==> config.mk <==
export PLATFORM = sky130hd
export DESIGN_NAME = viterbi_tbu_param
export DESIGN_NICKNAME = d
export VERILOG_FILES = /design/src/rtl/viterbi_pkg.sv /design/src/rtl/viterbi_tbu_param_lifo.sv /design/src/rtl/viterbi_tbu_param.sv
export SDC_FILE = /design/constraint.sdc
export NUM_CORES = 1
export LEC_CHECK = 0
export CORE_MARGIN = 8
export CORE_UTILIZATION = 35
export DETAILED_ROUTE_END_ITERATION = 10
export SYNTH_ARGS = -nofsm -noshare
export SYNTH_HDL_FRONTEND = slang
export SYNTH_SLANG_ARGS = --single-unit
==> constraint.sdc <==
create_clock -name clk -period 3.62 [get_ports clk]
set_input_delay 0.724 -clock clk [delete_from_list [all_inputs] [get_ports clk]]
set_output_delay 0.724 -clock clk [all_outputs]
set_load 0.005 [all_outputs]
==> src/rtl/viterbi_pkg.sv <==
// Shared types and width helpers for the parametrised Viterbi traceback unit.
package viterbi_pkg;

    typedef enum logic [2:0] {
        IDLE  = 3'd0,
        CONV  = 3'd1,
        EMIT  = 3'd2,
        DRAIN = 3'd3,
        DONE  = 3'd4
    } tbu_state_e;

    function automatic int unsigned ns(input int unsigned k);
        return 32'd1 << (k - 32'd1);
    endfunction

    function automatic int unsigned state_w(input int unsigned k);
        return k - 32'd1;
    endfunction

    function automatic int unsigned cnt_w(input int unsigned tb_len, input int unsigned dec_len);
        int unsigned m;
        m = (tb_len > dec_len) ? tb_len : dec_len;
        return $clog2(m + 32'd1);
    endfunction

endpackage

==> src/rtl/viterbi_tbu_param_lifo.sv <==
// Bit-wide stack that reverses traceback order into forward time order.
module tbu_lifo #(
    parameter int unsigned DEPTH = 16
) (
    input  logic clk,
    input  logic rst,
    input  logic clr,
    input  logic push,
    input  logic pop,
    input  logic din,
    output logic dout,
    output logic empty,
    output logic full
);
    localparam int unsigned PW = $clog2(DEPTH + 1);

    logic [DEPTH-1:0] mem_q, mem_d;
    logic [PW-1:0]    ptr_q, ptr_d;

    assign empty = (ptr_q == '0);
    assign full  = (ptr_q == PW'(DEPTH));

    // dout is the top of stack, ptr_q points one past it
    always_comb begin
        mem_d = mem_q;
        ptr_d = ptr_q;
        dout  = 1'b0;
        for (int unsigned i = 0; i < DEPTH; i++) begin
            if (ptr_q == PW'(i + 1)) dout = mem_q[i];
        end
        if (clr) begin
            ptr_d = '0;
        end else if (push && !full) begin
            for (int unsigned i = 0; i < DEPTH; i++) begin
                if (ptr_q == PW'(i)) mem_d[i] = din;
            end
            ptr_d = ptr_q + PW'(1);
        end else if (pop && !empty) begin
            ptr_d = ptr_q - PW'(1);
        end
    end

    always_ff @(posedge clk or negedge rst) begin
        if (!rst) begin
            mem_q <= '0;
            ptr_q <= '0;
        end else begin
            mem_q <= mem_d;
            ptr_q <= ptr_d;
        end
    end

endmodule

==> src/rtl/viterbi_tbu_param.sv <==
// Parametrised Viterbi traceback unit: convergence walk, then decode with handshakes.
// Define VITERBI_TBU_LIFO_EN to reverse output into forward time order via a LIFO.
module viterbi_tbu_param
    import viterbi_pkg::*;
#(
    parameter int unsigned K       = 4,
    parameter int unsigned TB_LEN  = 16,
    parameter int unsigned DEC_LEN = 16
) (
    input  logic                  clk,
    input  logic                  rst,
    input  logic                  enable,
    input  logic                  start,
    input  logic [state_w(K)-1:0] start_state,
    input  logic                  dec_valid,
    input  logic [ns(K)-1:0]      dec_word,
    output logic                  dec_ready,
    output logic                  out_bit,
    output logic                  out_valid,
    input  logic                  out_ready,
    output logic                  out_last,
    output logic                  busy
);
    localparam int unsigned SW = state_w(K);
    localparam int unsigned CW = cnt_w(TB_LEN, DEC_LEN);
    localparam logic [CW-1:0] TB_LAST  = CW'((TB_LEN == 0) ? 0 : TB_LEN - 1);
    localparam logic [CW-1:0] DEC_LAST = CW'(DEC_LEN - 1);
`ifndef VITERBI_TBU_LIFO_EN
    localparam logic [CW-1:0] DEC_END  = CW'(DEC_LEN);
`endif

    tbu_state_e    fsm_q, fsm_d;
    logic [SW-1:0] st_q, st_d;
    logic [CW-1:0] cnt_q, cnt_d;
    logic          out_valid_q, out_valid_d;
    logic          out_bit_q, out_bit_d;
    logic          out_last_q, out_last_d;
    logic          accept;
    logic [SW-1:0] st_step;

`ifdef VITERBI_TBU_LIFO_EN
    logic lifo_push, lifo_pop, lifo_clr, lifo_dout, lifo_empty, lifo_full;

    assign lifo_clr = !enable || (fsm_q == IDLE);

    tbu_lifo #(.DEPTH(DEC_LEN)) u_lifo (
        .clk   (clk),
        .rst   (rst),
        .clr   (lifo_clr),
        .push  (lifo_push),
        .pop   (lifo_pop),
        .din   (st_q[0]),
        .dout  (lifo_dout),
        .empty (lifo_empty),
        .full  (lifo_full)
    );
`endif

    // One traceback step: predecessor = {decision, state >> 1}
    assign st_step   = {dec_word[st_q], st_q[SW-1:1]};
    assign accept    = dec_valid && dec_ready;
    assign busy      = (fsm_q != IDLE);
    assign out_valid = out_valid_q;
    assign out_bit   = out_bit_q;
    assign out_last  = out_last_q;

    always_ff @(posedge clk or negedge rst) begin
        if (!rst) fsm_q <= IDLE;
        else      fsm_q <= fsm_d;
    end

    always_comb begin
        fsm_d = fsm_q;
        if (!enable) begin
            fsm_d = IDLE;
        end else begin
            case (fsm_q)
                IDLE: if (start) fsm_d = (TB_LEN == 0) ? EMIT : CONV;
                CONV: if (accept && cnt_q == TB_LAST) fsm_d = EMIT;
`ifdef VITERBI_TBU_LIFO_EN
                EMIT:  if (accept && cnt_q == DEC_LAST) fsm_d = DRAIN;
                DRAIN: if (out_valid_q && out_ready && out_last_q) fsm_d = DONE;
`else
                // counter parks at DEC_LEN until the last bit is taken
                EMIT: if (cnt_q == DEC_END && out_valid_q && out_ready) fsm_d = DONE;
`endif
                DONE:    fsm_d = IDLE;
                default: fsm_d = IDLE;
            endcase
        end
    end

    always_comb begin
        dec_ready   = 1'b0;
        st_d        = st_q;
        cnt_d       = cnt_q;
        out_valid_d = out_valid_q;
        out_bit_d   = out_bit_q;
        out_last_d  = out_last_q;
`ifdef VITERBI_TBU_LIFO_EN
        lifo_push   = 1'b0;
        lifo_pop    = 1'b0;
`endif
        if (out_valid_q && out_ready) begin
            out_valid_d = 1'b0;
            out_last_d  = 1'b0;
        end
        case (fsm_q)
            IDLE: begin
                if (start && enable) begin
                    st_d  = start_state;
                    cnt_d = '0;
                end
            end
            CONV: begin
                dec_ready = 1'b1;
                if (dec_valid) begin
                    st_d  = st_step;
                    cnt_d = (cnt_q == TB_LAST) ? '0 : cnt_q + CW'(1);
                end
            end
`ifdef VITERBI_TBU_LIFO_EN
            EMIT: begin
                dec_ready = 1'b1;
                if (dec_valid) begin
                    st_d      = st_step;
                    lifo_push = !lifo_full;
                    cnt_d     = (cnt_q == DEC_LAST) ? '0 : cnt_q + CW'(1);
                end
            end
            DRAIN: begin
                if ((!out_valid_q || out_ready) && !lifo_empty) begin
                    lifo_pop    = 1'b1;
                    out_valid_d = 1'b1;
                    out_bit_d   = lifo_dout;
                    out_last_d  = (cnt_q == DEC_LAST);
                    cnt_d       = cnt_q + CW'(1);
                end
            end
`else
            EMIT: begin
                dec_ready = (cnt_q != DEC_END) && (!out_valid_q || out_ready);
                if (dec_valid && dec_ready) begin
                    st_d        = st_step;
                    cnt_d       = cnt_q + CW'(1);
                    out_valid_d = 1'b1;
                    out_bit_d   = st_q[0];
                    out_last_d  = (cnt_q == DEC_LAST);
                end
            end
`endif
            default: ;
        endcase
        // enable low discards any partial block
        if (!enable) begin
            dec_ready   = 1'b0;
            cnt_d       = '0;
            out_valid_d = 1'b0;
            out_last_d  = 1'b0;
`ifdef VITERBI_TBU_LIFO_EN
            lifo_push   = 1'b0;
            lifo_pop    = 1'b0;
`endif
        end
    end

    always_ff @(posedge clk or negedge rst) begin
        if (!rst) begin
            st_q        <= '0;
            cnt_q       <= '0;
            out_valid_q <= 1'b0;
            out_bit_q   <= 1'b0;
            out_last_q  <= 1'b0;
        end else begin
            st_q        <= st_d;
            cnt_q       <= cnt_d;
            out_valid_q <= out_valid_d;
            out_bit_q   <= out_bit_d;
            out_last_q  <= out_last_d;
        end
    end

endmodule

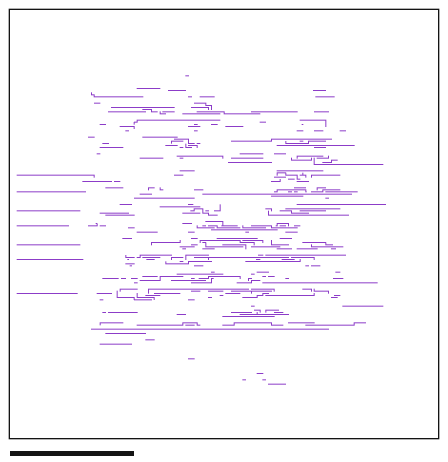
(run_1/layer_met1.png)
Scale bar: 20 microns.
The layer holds 44% of the routed length. 121 nets have wire on it.
via count: 800
final WL: 2170 microns
grt met1 use: 0.109

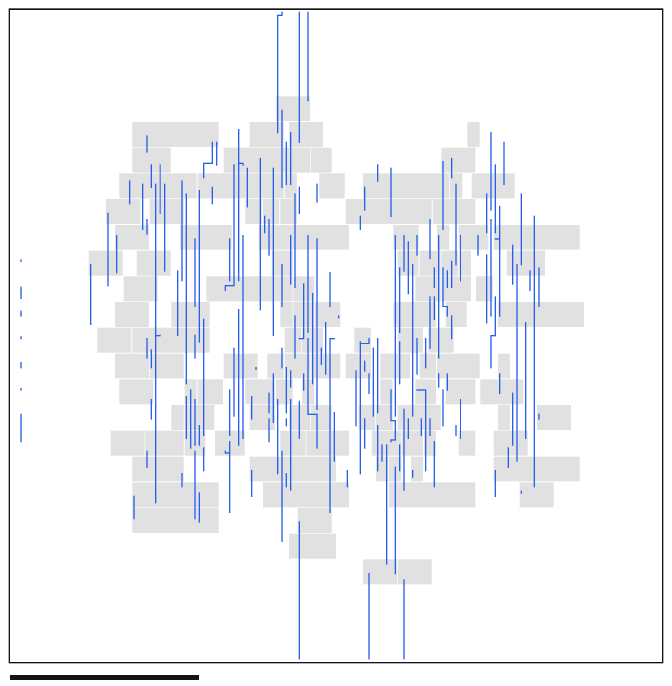
(run_1/layer_met2.png)
Scale bar: 20 microns.
The layer holds 47% of the routed length. The layer carries 1020 microns of wire. The wires run mostly vertical.
met2 usage in global routing: 0.171

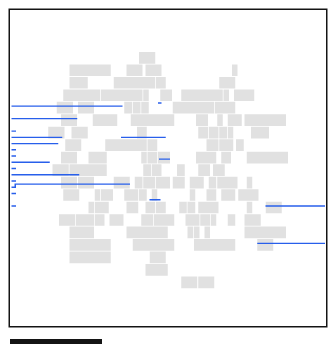
(run_1/layer_met3.png)
Scale bar: 20 microns.
17 nets have wire on it. The layer holds 7.1% of the routed length.
M3 GR Usage: 0.0372

==> qor.yml, run 1 <==
synthesis:
  synth_cells: 94
  yosysSeqAreaShare: 0.358
  synthAoiAreaFrac: 0.193
  syn_area_per_cell_sq_um: 10.4
sta:
  period_minus_slack_ns: 2.93
  finalHoldViolations: 0
clock_tree:
  cts_resized: 0
  cts_made_buffers: 3
  cts_tree: "yes"
  clkSinkCount: 14
layout:
  postLayoutCellArea_sq_um: 1230
  ff_count: 14
  comb_area_sq_um: 566
  bufAreaShareNonClock: 0.170
  layout.cells.most_common: "clkdlybuf4s50_1"
  fillers: 280
  comb_cells: 68
global_route:
  grt_pass1_vias: 848
  grt_max_degree: 15
  grt-busiest-layer: "met2"
placed_design:
  port_buffers: 21
  gp_congestion: 0.827
floorplanning:
  die_w_microns: 68.9
  die_area_sq_um: 4750
run_status:
  status: "complete, no violations"
worst_setup_path:
  reg2reg_slack_ns: 1.57
  worstSetupEndpointType: "output pin"
  startpoint: "out_ready"
  critical_path.top_delay_family: "buffers and inverters"
routing:
  drtIter0Drc: 33
  wl_met3_microns: 153
worst_hold_path:
  min_path_cells: 1
job:
  tool_warnings: 28
-- run 1: sequential cells by signal (all words and copies together) (netlist names) --
signal	cells
out_valid	1
out_bit	1
st_q	3
out_last	1
cnt_q	5
fsm_q	3
-- run 1: per-stage QoR --
step                      utilization  hold WS (ns)
after floorplan                     -         0.428
after global placement          0.442         0.503
after detailed placement        0.442         0.506
after CTS                       0.456         0.528
after global routing            0.456         0.569
final                           0.456         0.522
-- run 1: synth_stat cells --
library cell / number / area (sq um)
and4bb_1: 1 / 12.5
buf_4: 1 / 7.51
buf_6: 2 / 22.5
nand2_1: 4 / 15.0
nor2_1: 3 / 11.3
ha_1: 4 / 50.1
o22ai_1: 1 / 6.26
o31ai_2: 1 / 12.5
nor3_1: 2 / 10.0
o2bb2ai_1: 1 / 8.76
a22o_1: 1 / 8.76
a41oi_1: 1 / 8.76
a22oi_1: 1 / 7.51
a311oi_4: 1 / 26.3
nand4_1: 1 / 6.26
nand2b_1: 5 / 31.3
or2_0: 1 / 6.26
o21ai_0: 1 / 5.00
a2bb2oi_1: 1 / 8.76
nand3_1: 6 / 30.0
nor2b_1: 1 / 6.26
inv_1: 9 / 33.8
a21oi_2: 1 / 8.76
mux2i_1: 2 / 20.0
or2_2: 1 / 6.26
or2_1: 2 / 12.5
and2b_1: 1 / 7.51
mux2_2: 3 / 33.8
or3b_1: 1 / 8.76
mux4_2: 2 / 45.0
a32oi_1: 1 / 8.76
a21o_1: 2 / 15.0
a21oi_1: 4 / 20.0
and2_4: 1 / 8.76
nand4bb_1: 1 / 11.3
nor4_1: 1 / 6.26
dfrtp_1: 14 / 350
mux2_4: 2 / 30.0
o31ai_1: 1 / 7.51
o41ai_1: 1 / 8.76
a211oi_2: 1 / 12.5
a211oi_1: 2 / 15.0
nor3b_1: 1 / 7.51
--- run 2 (diff from run 1) ---
- clock period: 3.62 -> 2.6 ns (I/O delays scaled with it)
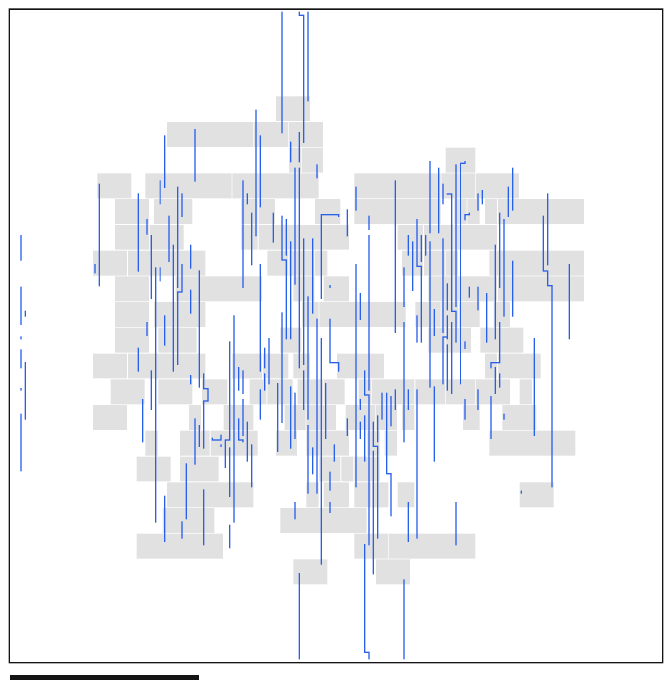
(run_2/layer_met2.png)
Scale bar: 20 microns.
The longest straight run is 26.9 microns. The wires run mostly vertical. 121 nets have wire on it. The layer carries 1080 microns of wire.
met2 usage in global routing: 0.190
final WL: 2270 microns
via count: 804

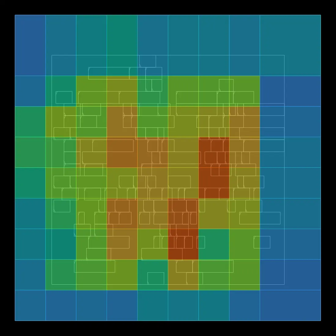
(run_2/congestion.png)
Routed wire per std cell: 15.1 microns
M3 GR Usage: 0.0355
grt met1 use: 0.131

==> run 2 against run 1 <==
Non-clock buffer count grew 3. Synthesized cell count is the same. Global-route usage is 1.3 points higher. Sequential cell count stayed put. Final cell count increased by 2.0%. Utilization grew 1.4 points. Area after synthesis unchanged. Final area is 3.1% higher. Sequential power grew 39%.
==> qor.yml, run 2 <==
worst_setup_path:
  critPathArrivalTime_ns: 1.91  # was 2.21 ns
  start_kind: "flop"  # was input pin
  worstSetupEndpointType: "output pin"  # unchanged
  reg2reg_slack_ns: 0.56  # was 1.57 ns
  cp_cell_sequence: "inv_1 > ha_1 > nand4bb_4 > nand3_1 > a21oi_1 > clkdlybuf4s50_1"  # was clkdlybuf4s50_1 > nand2b_1 > nand3_1 > a21oi_1 > clkdlybuf4s50_1
  worstSetupPathType: "flop to output pin"  # was input pin to output pin
  critical_path.top_delay_family: "buffers and inverters"  # unchanged
placed_design:
  port_buffers: 21  # unchanged
  gp_congestion: 0.840  # was 0.827
  place_inst: 146  # was 143
global_route:
  grt.overflow.total: 0  # unchanged
  grt_use_total: 0.112  # was 0.0998
  grt_max_degree: 15  # unchanged
  grt_pass1_vias: 923  # was 848
clock_tree:
  clkLatencyLatePin_ns: 0.29  # about the same
  root_buffer: "clkbuf_4"  # unchanged
  h-tree-depth: 1  # unchanged
  clkSinkCount: 14  # unchanged
  cts_resized: 0  # unchanged
  cts_tree: "yes"  # unchanged
  cts_made_buffers: 3  # unchanged
layout:
  fin_util: 0.470  # was 0.456
  top_regs: "cnt_q (5), fsm_q (3), st_q (3)"  # unchanged
  top_register: "cnt_q"  # unchanged
  postLayoutCellArea_sq_um: 1270  # was 1230 sq um
  layout.cells.most_common: "clkdlybuf4s50_1"  # unchanged
  largest_register_ffs: 5  # unchanged
worst_hold_path:
  min_path_cells: 1  # unchanged
sta:
  finalHoldViolations: 0  # unchanged
  whs_ns: 0.520  # was 0.522 ns
  period_minus_slack_ns: 2.43
  fin_skew_ns: 0.00539  # was 0.0102 ns
synthesis:
  netlist_top_cells_area: "dfrtp_1, ha_1, mux4_2"  # unchanged
  flop_cell: "dfrtp_1"  # unchanged
  synth-edff-count: 0  # unchanged
  yosys-top-cells-count: "dfrtp_1, inv_1, nand3_1, nand2b_1"  # unchanged
  synth_cells: 94  # unchanged
  yosysSeqAreaShare: 0.358  # unchanged
  most_common_cell: "dfrtp_1"  # unchanged
  top_cell_area_share: 0.358  # unchanged
  syn_area_per_cell_sq_um: 10.4  # unchanged
  ys_async_sr_fraction: 1.00  # unchanged
  yosysWarnings: 0  # unchanged
  yosys.area.top_type: "dfrtp_1"  # unchanged
pwr:
  p_seq_frac: 0.475  # was 0.480
routing:
  drtIter0Drc: 26  # was 33
job:
  tool_warnings: 28  # unchanged
floorplanning:
  die_w_microns: 68.9  # unchanged
  die_area_sq_um: 4750  # unchanged
run_status:
  status: "complete, no violations"  # unchanged
-- run 2: worst max path at each step --
stage	start	end	slack, ns	cells past startpoint
final	cnt_q[0]	dec_ready	0.17	6
after CTS	cnt_q[0]	dec_ready	0.05	6
after detailed placement	out_ready	dec_ready	0.17	5
after global placement	out_ready	dec_ready	0.15	5
after global routing	cnt_q[0]	dec_ready	0.07	6
after floorplan	cnt_q[0]	cnt_q[0]	0.74	8
-- run 2: area by class of cell --
cell class	instances	area, sq um
inverters	9	33.8
well taps	31	38.8
multi-input cells	68	582
repair buffers	24	233
flip-flops and latches	14	350
fillers	270	1440
clock buffers	4	36.3
-- run 2: logic make-up (layout without fill, tap and decap cells) --
| logic type | Yosys count | count (layout) | synth area share |
|---|---|---|---|
| buffers and inverters | 12 | 37 | 0.0651 |
| multiplexers | 9 | 9 | 0.132 |
| AND-OR/OR-AND | 22 | 22 | 0.193 |
| AND/OR/NAND/NOR | 33 | 33 | 0.202 |
| adder cells (fa/ha/maj) | 4 | 4 | 0.0511 |
| flip-flops | 14 | 14 | 0.358 |
-- run 2: worst reg2reg max path, stage by stage, from the launching register on --
cell and delay, ns:
dfrtp_1 0.43, ha_1 0.25, nand3_1 0.11, inv_1 0.05, ha_1 0.23, or3b_1 0.41
a21o_1 0.22, nor4_1 0.17, a21o_1 0.11
-- run 2: per-layer routing --
metal  share of wire  up-vias  GRT usage
met1            0.45      385      0.131
met2            0.48       20      0.190
li1                -      395          -
met4           0.011        0     0.0401
met5               0        -          0
met3           0.061        4     0.0355
No activity file was given, so power comes from the tool's default toggle rates.
